Fig. 1: run 1, PDN straps and rails
Scale bar: 20 um. Pins as bars on the die edge. Tap cells in gray.
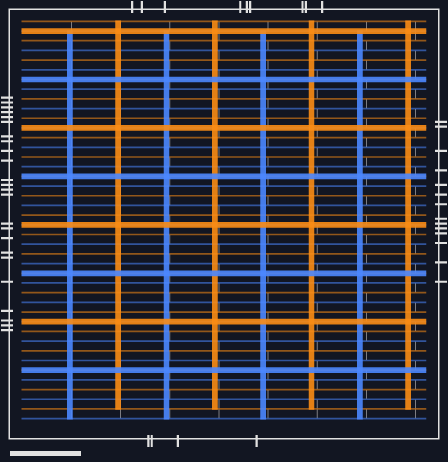
Fig. 2: run 1, cells colored by class
Scale bar: 20 um.
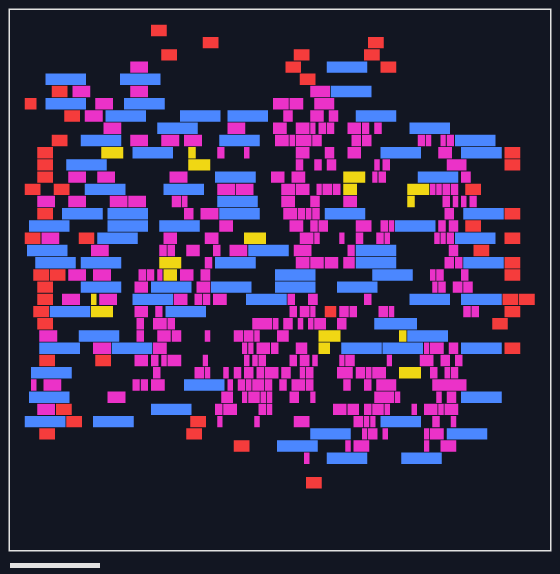
Fig. 3: run 1, clock wires, drivers and flops
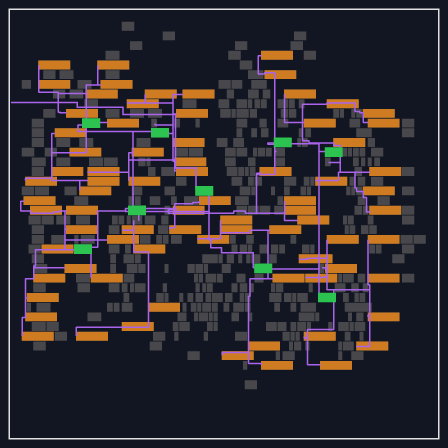
===== src/rtl/prog_loader_pkg.sv =====
// Shared definitions for the boot-time program loader and the CPU instruction storage it fills.
package prog_loader_pkg;

    localparam int LOADER_BYTE_W = 8;
    localparam int CPU_INSTR_W   = 16;
    localparam int CPU_ADDR_W    = 8;

    typedef enum logic [2:0] {
        ST_IDLE,
        ST_LEN,
        ST_HI,
        ST_LO,
        ST_WRITE,
        ST_CSUM,
        ST_DONE,
        ST_ERROR
    } loader_state_t;

endpackage


===== src/rtl/prog_loader_timeout_ctr.sv =====
// Idle-cycle watchdog for the loader: reloads on every accepted byte, counts down while a load waits.
module loader_timeout_ctr #(
    parameter int TIMEOUT = 1000
) (
    input  logic clk,
    input  logic rst,
    input  logic count_en,
    input  logic clear,
    output logic expired
);

    generate
        if (TIMEOUT == 0) begin : g_off
            assign expired = 1'b0;
        end else begin : g_on
            localparam int CNT_W = (TIMEOUT > 1) ? $clog2(TIMEOUT + 1) : 1;
            localparam logic [CNT_W-1:0] LOAD_VAL = CNT_W'(TIMEOUT);
            localparam logic [CNT_W-1:0] ONE      = CNT_W'(1);

            logic [CNT_W-1:0] cnt;

            always_ff @(posedge clk or negedge rst) begin
                if (!rst) begin
                    cnt <= '0;
                end else if (clear) begin
                    cnt <= LOAD_VAL;
                end else if (count_en && cnt != '0) begin
                    cnt <= cnt - ONE;
                end
            end

            // Expiry fires on the cycle that would be the TIMEOUT-th idle one.
            assign expired = count_en && (cnt <= ONE);
        end
    endgenerate

endmodule


===== src/rtl/prog_loader.sv =====
// Framed byte-stream loader: LEN, N big-endian 16-bit words, XOR checksum; releases the CPU on success.
module prog_loader
    import prog_loader_pkg::*;
#(
    parameter int ADDR_W  = CPU_ADDR_W,
    parameter int WORD_W  = CPU_INSTR_W,
    parameter int TIMEOUT = 1000
) (
    input  logic                     clk,
    input  logic                     rst,
    input  logic                     start,
    input  logic [LOADER_BYTE_W-1:0] in_data,
    input  logic                     in_valid,
    output logic                     in_ready,
    output logic                     im_wr_en,
    output logic [ADDR_W-1:0]        im_addr,
    output logic [WORD_W-1:0]        im_wr_data,
    output logic                     cpu_hold,
    output logic                     busy,
    output logic                     done,
    output logic                     error,
    output logic [ADDR_W:0]          words_loaded
);

    localparam logic [ADDR_W:0]   FULL_N   = {1'b1, {ADDR_W{1'b0}}};
    localparam logic [ADDR_W:0]   CNT_ONE  = (ADDR_W + 1)'(1);
    localparam logic [ADDR_W-1:0] ADDR_ONE = ADDR_W'(1);

    loader_state_t              state;
    logic [LOADER_BYTE_W-1:0]   csum;
    logic [LOADER_BYTE_W-1:0]   word_hi;
    logic [ADDR_W:0]            n_words;
    logic                       xfer;
    logic                       timed_out;

    assign xfer = in_valid && in_ready;

    // The WRITE cycle counts toward the idle budget, so the limit measures time since the last accepted byte.
    loader_timeout_ctr #(
        .TIMEOUT (TIMEOUT)
    ) u_timeout (
        .clk      (clk),
        .rst      (rst),
        .count_en (busy && !xfer),
        .clear    (xfer || !busy),
        .expired  (timed_out)
    );

    always_ff @(posedge clk or negedge rst) begin
        if (!rst) begin
            state        <= ST_IDLE;
            in_ready     <= 1'b0;
            im_wr_en     <= 1'b0;
            im_addr      <= '0;
            im_wr_data   <= '0;
            cpu_hold     <= 1'b1;
            busy         <= 1'b0;
            done         <= 1'b0;
            error        <= 1'b0;
            words_loaded <= '0;
            csum         <= '0;
            word_hi      <= '0;
            n_words      <= '0;
        end else begin
            im_wr_en <= 1'b0;
            if (timed_out && state != ST_WRITE) begin
                state    <= ST_ERROR;
                in_ready <= 1'b0;
                busy     <= 1'b0;
                error    <= 1'b1;
            end else begin
                unique case (state)
                    ST_IDLE, ST_DONE, ST_ERROR: begin
                        if (start) begin
                            state        <= ST_LEN;
                            in_ready     <= 1'b1;
                            busy         <= 1'b1;
                            cpu_hold     <= 1'b1;
                            done         <= 1'b0;
                            error        <= 1'b0;
                            words_loaded <= '0;
                            csum         <= '0;
                            im_addr      <= '0;
                        end
                    end
                    ST_LEN: begin
                        if (xfer) begin
                            n_words <= (in_data == '0) ? FULL_N : (ADDR_W + 1)'(in_data);
                            csum    <= in_data;
                            state   <= ST_HI;
                        end
                    end
                    ST_HI: begin
                        if (xfer) begin
                            word_hi <= in_data;
                            csum    <= csum ^ in_data;
                            state   <= ST_LO;
                        end
                    end
                    ST_LO: begin
                        if (xfer) begin
                            im_wr_data <= {word_hi, in_data};
                            csum       <= csum ^ in_data;
                            im_wr_en   <= 1'b1;
                            in_ready   <= 1'b0;
                            state      <= ST_WRITE;
                        end
                    end
                    ST_WRITE: begin
                        words_loaded <= words_loaded + CNT_ONE;
                        im_addr      <= im_addr + ADDR_ONE;
                        in_ready     <= 1'b1;
                        state        <= (words_loaded + CNT_ONE == n_words) ? ST_CSUM : ST_HI;
                    end
                    ST_CSUM: begin
                        if (xfer) begin
                            in_ready <= 1'b0;
                            busy     <= 1'b0;
                            if (in_data == csum) begin
                                state    <= ST_DONE;
                                done     <= 1'b1;
                                cpu_hold <= 1'b0;
                            end else begin
                                state <= ST_ERROR;
                                error <= 1'b1;
                            end
                        end
                    end
                    default: state <= ST_IDLE;
                endcase
            end
        end
    end

endmodule

===== config.mk =====
export PLATFORM = sky130hd
export DESIGN_NAME = prog_loader
export DESIGN_NICKNAME = d
export VERILOG_FILES = /design/src/rtl/prog_loader_pkg.sv /design/src/rtl/prog_loader_timeout_ctr.sv /design/src/rtl/prog_loader.sv
export SDC_FILE = /design/constraint.sdc
export NUM_CORES = 1
export LEC_CHECK = 0
export ABC_AREA = 0
export CORE_MARGIN = 3
export CORE_UTILIZATION = 30
export CTS_BUF_LIST = sky130_fd_sc_hd__clkbuf_8
export DETAILED_ROUTE_END_ITERATION = 7
export PLACE_DENSITY = 0.55
export SYNTH_ARGS = -nofsm -noshare
export SYNTH_HDL_FRONTEND = slang
export SYNTH_SLANG_ARGS = --single-unit

===== constraint.sdc =====
create_clock -name clk -period 5.2 [get_ports clk]
set_input_delay 1.04 -clock clk [delete_from_list [all_inputs] [get_ports clk]]
set_output_delay 1.04 -clock clk [all_outputs]
set_load 0.03 [all_outputs]

==> flow_summary.toml, run 1 <==
# yosys + openroad results
[status]
outcome = "completed"

[floorplanning]
chipArea_um2 = 14400
fp_util_pct = 30.8

[worst_hold_path]
hp-class = "reg -> reg"
holdPathEnd = "cpu_hold"
hp-start = "cpu_hold"

[placement]
port_buffers = 50
place_congestion = 0.876
placed_area_um2 = 4540
detailed_place_hpwl_um = 6070

[setup_path]
crit_family = "simple AND/OR/NAND/NOR gates"
crit_start = "in_valid"
critPathArrivalTime_ns = 3.15
r2r_cells = 7
r2r-end = "state[0]"
cp_cell_sequence = "clkdlybuf4s50_1, nand2_1, nand2_1, o32a_1, nor2_2, o21ai_0, o21ai_0"
cpMaxStageDelayCell = "clkdlybuf4s50_1"
startpoint_type = "input pin"
r2r_start = "words_loaded[0]"
cp_data_required_time_ns = 5.47
path_buffers = 1

[cells_and_area]
seq_area_um2 = 1930
comb-cell-share_pct = 39.6
buffer_area_share_pct = 10.7
instances_no_fill = 600
layout-drive-gt1-share_pct = 14.3
largestRegisters = "im_wr_data (16), u_timeout.g_on.cnt (10)"
buffers = 51
largest_class = "registers"
n_sequential_cell = 77
diodes = 0

[drt]
post-route-drc-count = 0

[final_timing]
period_needed_ns = 2.88
hold_viol = 0
fmax_ghz = 0.347
fin_crit_sh_pct = 55.4
setup_violations = 0
fin_ws_ns = 2.32
rsz0062_at_grt = "no"

[logic_synthesis]
syn_inst = 376
xor_area_share_pct = 6.05
synth_cell_types = 55
synth-area-yosys_um2 = 3910
top_area_cell = "dfrtp_1"
muxShareOfSynthArea_pct = 9.99
ff_type = "dfrtp_1"
syn_area_per_cell_um2 = 10.4
edf_count = 0
syn_nets = 392
ys_seq_share_pct = 49.3

[clocking]
htree_levels = 3
cts_num_sinks = 77
cts_buffers = 9
cts_max_path_buffers = 2
cts_tree = "done"
cts_root_buf = "clkbuf_8"

[global_routing]
grtUsageTotal_pct = 12.8
gr-total-overflow = 0
grt_pass1_vias = 3037

[power]
power_mw = 2.61
-- Fig. 1 (at the start) --
Blue is VSS. Orange is VDD.
8 straps on met5. 172 tap cells. 51 signal pins sit on the boundary. The core has 41 rows. 42 met1 rails follow the rows.
worst vdd ir: 0.303 mV
Die Ht: 120 um
Die Width: 120 um
core area: 12700 um^2

-- Fig. 2 (at the start) --
Magenta is remaining logic cells, cells 284. Yellow is clock drivers and dummy loads, cells 16. Red is remaining buffers and delay cells, cells 51. Blue is registers, cells 77.
row cnt: 41
post-route design area: 4710 um^2
sequential share of cell area: 41.0%
fin util: 37.2%

-- Fig. 3 (at the start) --
Purple is clock wires, length 1070 um. Green is clock-net drivers, count 9. Orange is flip-flops, count 77.
There are 10 routed clock nets.
clk latency late pin: 0.35 ns
Clk network pwr share: 15.3%
Setup Skew: 0.0105 ns
Clk power: 0.399 mW

==> run 1: per-layer routing <==
metal / track usage [%] / part of all wire [%] / vias to the layer above
met2: 20.1 / 46 / 61
met3: 3.86 / 4.7 / 6
met5: 0 / 0 / -
met1: 17.2 / 48 / 1481
met4: 3.22 / 0.58 / 0
li1: - / - / 1465
==> run 1: power breakdown <==
group / internal, mW / total (mW) / switching [mW]
Sequential: 0.819 / 1.05 / 0.232
Clock: 0.171 / 0.399 / 0.229
Combinational: 0.534 / 1.16 / 0.630
==> run 1: how the worst max path moves through the flow <==
stage                     slack [ns]              end
after global placement          2.00  words_loaded[4]
after floorplan                 2.91         state[0]
after detailed placement        1.94  words_loaded[8]
after global routing            2.12       im_addr[7]
after CTS                       2.30  words_loaded[8]
final                           2.32  words_loaded[8]
## Run 2: what changed since run 1
Settings changed: PLACE_DENSITY 0.55 to 0.56.
Clock period 5.2 ns to 2.5 ns, I/O delays scaled along.
==> run 2 against run 1 <==
Clock power is 130% higher. Non-clock buffer count rose by 19. Clock-buffer cell count rose by 4. Core utilization rose by 1.5 points. Die size stayed put. Via count rose by 2.7%. Critical endpoint is now state[0]. Largest power group unchanged.
==> flow_summary.toml, run 2 <==
# yosys + openroad results
[status]
outcome = "completed"

[setup_path]
cp_cell_sequence = "ha_2, and2_4, and4_2, xnor2_1, nand3_1, o41a_1, nor4_2"
critPathCaptureType = "register"
r2r_start = "words_loaded[1]"
crit_start = "words_loaded[1]"
path_buffers = 0
startpoint_type = "register"
crit_end = "state[0]"
r2r-end = "state[0]"
r2r_cells = 7
critPathArrivalTime_ns = 2.47
cpMaxStageDelayCell = "dfrtp_1"

[logic_synthesis]
synth-area-yosys_um2 = 3910
top_area_cell = "dfrtp_1"
syn_inst = 376
ys_cells = 376
edf_count = 0
syn_area_per_cell_um2 = 10.4
ys_seq_share_pct = 49.3
synth_cell_types = 55
ff_type = "dfrtp_1"

[cells_and_area]
seq_area_um2 = 1930
buffer_area_share_pct = 13.5
buffers = 70
instances_no_fill = 619
largest_class = "registers"
diodes = 0
layout-drive-gt1-share_pct = 18.1
largestRegisters = "im_wr_data (16), u_timeout.g_on.cnt (10)"
n_sequential_cell = 77

[global_routing]
grt_busiest_layer = "met2"
grtUsageTotal_pct = 13.8
gr-total-overflow = 0
grt_pass1_vias = 3152
gr-usage-met3_pct = 4.05
grt.met1_usage_pct = 19.1
grt_util_met2_pct = 21.5
grt_max_degree = 48

[final_timing]
fmax_ghz = 0.456
setup_violations = 0
rsz0062_at_grt = "no"
period_needed_ns = 2.19
fin_ws_ns = 0.306
fin_crit_sh_pct = 87.8
hold_viol = 0

[power]
power_frac_comb_pct = 44.7
p_comb_mw = 2.51
power_mw = 5.61
powerSeq_mw = 2.17
seq_power_share_pct = 38.7
max-vdd-ir-drop_mv = 0.820
swShare_pct = 40.3
top_power_group = "combinational logic"

[clocking]
cts_root_buf = "clkbuf_8"
cts_buffers = 9
cts_tree = "done"
cts_max_path_buffers = 2
postCtsSetupBuffers = 0
htree_levels = 3
cts_num_sinks = 77

[floorplanning]
die_x_um = 120
chipArea_um2 = 14400
fp_util_pct = 30.8
fp-row-count = 41
core-area_um2 = 12700
die_height_um = 120

[drt]
post-route-drc-count = 0
drt-met1-wl_um = 4480
routed.top_layer = "met4"
wl_met3_um = 523
met2_length_um = 4230

[worst_hold_path]
hp-class = "in -> async"

[placement]
placed_area_um2 = 4700
detailed_place_hpwl_um = 6590
place_congestion = 0.836
port_buffers = 50
==> run 2: cell counts after synthesis <==
Identical to the previous run, type by type.
==> run 2: logic make-up (layout without fill, tap and decap cells) <==
group / count (synthesis) / after routing / synth area share [%]
DFF: 77 / 77 / 49.3
AOI/OAI and AO/OA: 100 / 100 / 15.9
muxes: 35 / 35 / 9.99
buffers and inverters: 22 / 93 / 2.94
adders and majority gates: 4 / 4 / 1.28
and+or+nand+nor: 111 / 111 / 14.5
xor gates and xnor gates: 27 / 27 / 6.05
==> run 2: worst reg2reg max path, cell delays in order (launching register included) <==
cell and delay [ns]:
dfrtp_1 0.46, ha_2 0.29, and2_4 0.19, and4_2 0.26
xnor2_1 0.13, nand3_1 0.11, o41a_1 0.42, nor4_2 0.24
Fig. 4: run 2, cells colored by class
Scale bar: 20 um.
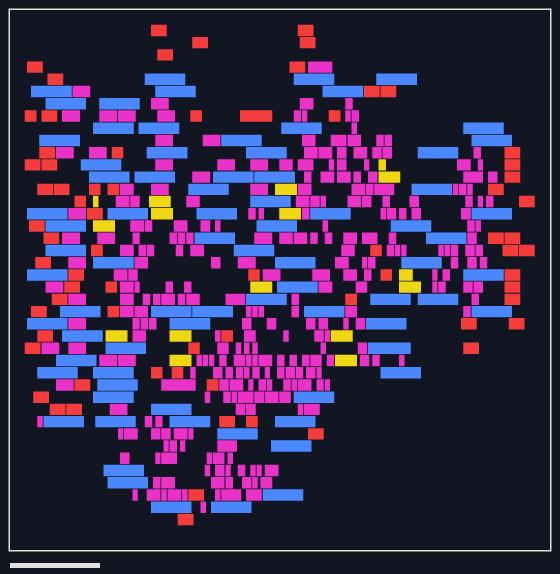
fin util: 38.6%
post-route design area: 4890 um^2

Fig. 5: run 2, clock wires, drivers and flops
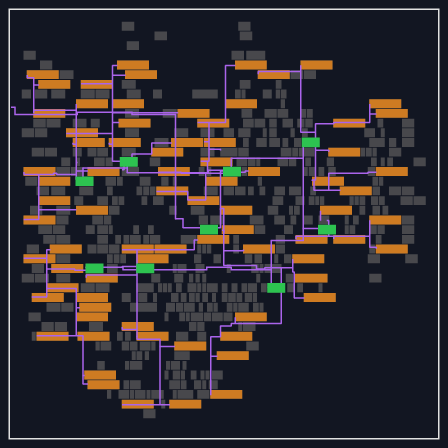
Green is clock-net drivers, count 9. Purple is clock wires, length 1070 um. Orange is flip-flops, count 77.
There are 10 routed clock nets.
Clk network pwr share: 16.6%
Setup Skew: 0.0142 ns
clk latency late pin: 0.36 ns
Clk power: 0.930 mW

## Run 3: what changed since run 2
Settings changed: PLACE_DENSITY 0.56 to default, PLACE_DENSITY_LB_ADDON from default to 0.12, SLEW_MARGIN from default to 20.
==> run 3 against run 2 <==
Sequential share of layout area is 0.12 points higher. Non-clock buffer count is 1 higher. Total power is 1.0% lower. Global-route usage is 0.46 points higher. Via count is 1.1% lower. Area after synthesis stayed put. Clock power is 6.2% lower. Maximum frequency is 3.0% lower. Hold slack better by 0.084 ns. Core utilization is 0.12 points lower. Critical path depth stayed put.
==> flow_summary.toml, run 3 <==
# yosys + openroad results
[status]
outcome = "completed"

[setup_path]
critPathArrivalTime_ns = 2.53
path_buffers = 0
cp_cell_sequence = "ha_1, and2_4, and4_2, xnor2_1, nand3_1, o41a_1, nor4_2"
crit_start = "words_loaded[1]"
cpMaxStageDelayCell = "dfrtp_1"
r2r_start = "words_loaded[1]"
crit_family = "simple AND/OR/NAND/NOR gates"
cp_data_required_time_ns = 2.77
r2r_cells = 7
crit_end = "state[0]"
r2r-end = "state[0]"
critPathCaptureType = "register"
startpoint_type = "register"

[logic_synthesis]
syn_nets = 392
ys_cells = 376
ff_type = "dfrtp_1"
top_cell = "dfrtp_1"
synth-area-yosys_um2 = 3910
top_logic_kind = "AND-OR/OR-AND gates"
top_area_cell = "dfrtp_1"
muxShareOfSynthArea_pct = 9.99
syn_inst = 376
edf_count = 0
aoi_share_pct = 15.9
synth_cell_types = 55
syn_area_per_cell_um2 = 10.4
xor_area_share_pct = 6.05
simple_gate_share_pct = 14.5
ys_sh_adder_pct = 1.28
ys_seq_share_pct = 49.3

[final_timing]
fmax_ghz = 0.442
setup_violations = 0
period_needed_ns = 2.26
rsz0062_at_grt = "no"
fin_ws_ns = 0.237
hold_viol = 0
fin_crit_sh_pct = 90.5

[cells_and_area]
nets = 459
diodes = 0
largest_register = "im_wr_data"
syn_to_final_growth_pct = 24.8
final_area_um2 = 4880
layout-drive-gt1-share_pct = 18.1

[clocking]
cts_root_buf = "clkbuf_8"
hold_buffers = 0
cts_buffers = 9
cts_max_path_buffers = 2
htree_levels = 3
cts_num_sinks = 77
clock_latency_ns = 0.36
postCtsSetupBuffers = 0
cts_tree = "done"

[power]
seq_power_share_pct = 38.8
power_frac_comb_pct = 45.5
powerSeq_mw = 2.16
power_switching_mw = 2.28
swShare_pct = 41.1
top_power_group = "combinational logic"
power_mw = 5.56
p_comb_mw = 2.53
intPower_mw = 3.27

[placement]
place_congestion = 0.803
detailed_place_hpwl_um = 6680
placed_area_um2 = 4700
port_buffers = 50

[job]
cap_violations = 0

[floorplanning]
chipArea_um2 = 14400
core-area_um2 = 12700
die_height_um = 120

[drt]
post-route-drc-count = 0

[global_routing]
grt_pass1_wl_um = 16300
grt_max_degree = 46
gr-total-overflow = 0
grt_pass1_vias = 3103
grtUsageTotal_pct = 14.2

[worst_hold_path]
hp-class = "in -> async"
-- run 3: layout make-up --
type / instances / area (um^2)
clock inverters: 6 / 38.8
inverters: 7 / 26.3
repair buffers: 71 / 668
clock buffers: 10 / 138
flip-flops and latches: 77 / 1930
fillers: 1309 / 7790
well taps: 172 / 215
multi-input cells: 277 / 1870
-- run 3: layer usage --
metal	global-route usage [%]	part of all wire [%]	wire [um]	vias to the layer above
li1	-	-	-	1509
met1	18.5	48	4530	1469
met2	22.4	46	4330	71
met3	5.00	4.9	463	9
met4	4.01	1.3	122	0
met5	0	0	0	-
-- run 3: stage by stage --
step,hold slack (ns),utilization [%],instances
finish,0.152,38.5,620
global route,0.175,38.5,620
CTS,0.157,38.5,620
detailed placement,0.470,37.1,604
global placement,0.470,37.1,604
floorplan,0.204,-,376
Fig. 6: run 3, PDN straps and rails
Scale bar: 20 um. Pins as bars on the die edge. Tap cells in gray.
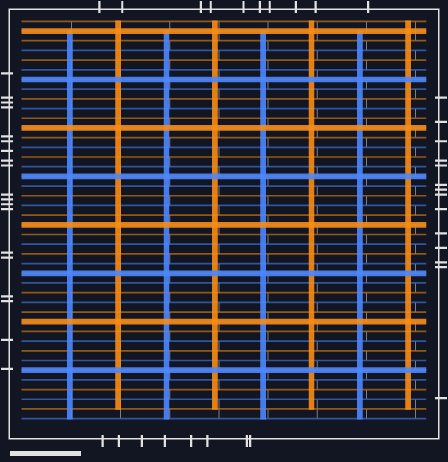
Orange is VDD. Blue is VSS.
42 met1 rails follow the rows. 172 tap cells. 8 straps on met5. The core has 41 rows.
worst vdd ir: 0.437 mV

Fig. 7: run 3, clock wires, drivers and flops
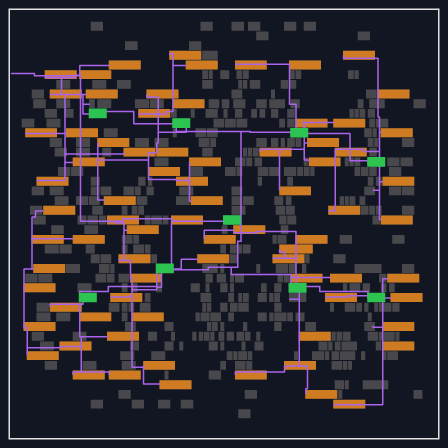
Purple is clock wires, length 1190 um. Green is clock-net drivers, count 9. Orange is flip-flops, count 77.
Position of the flops: widely spread. There are 10 routed clock nets.
Clk power: 0.872 mW
Setup Skew: 0.0106 ns
Clk network pwr share: 15.7%

Power is estimated from default activity; no workload was simulated.
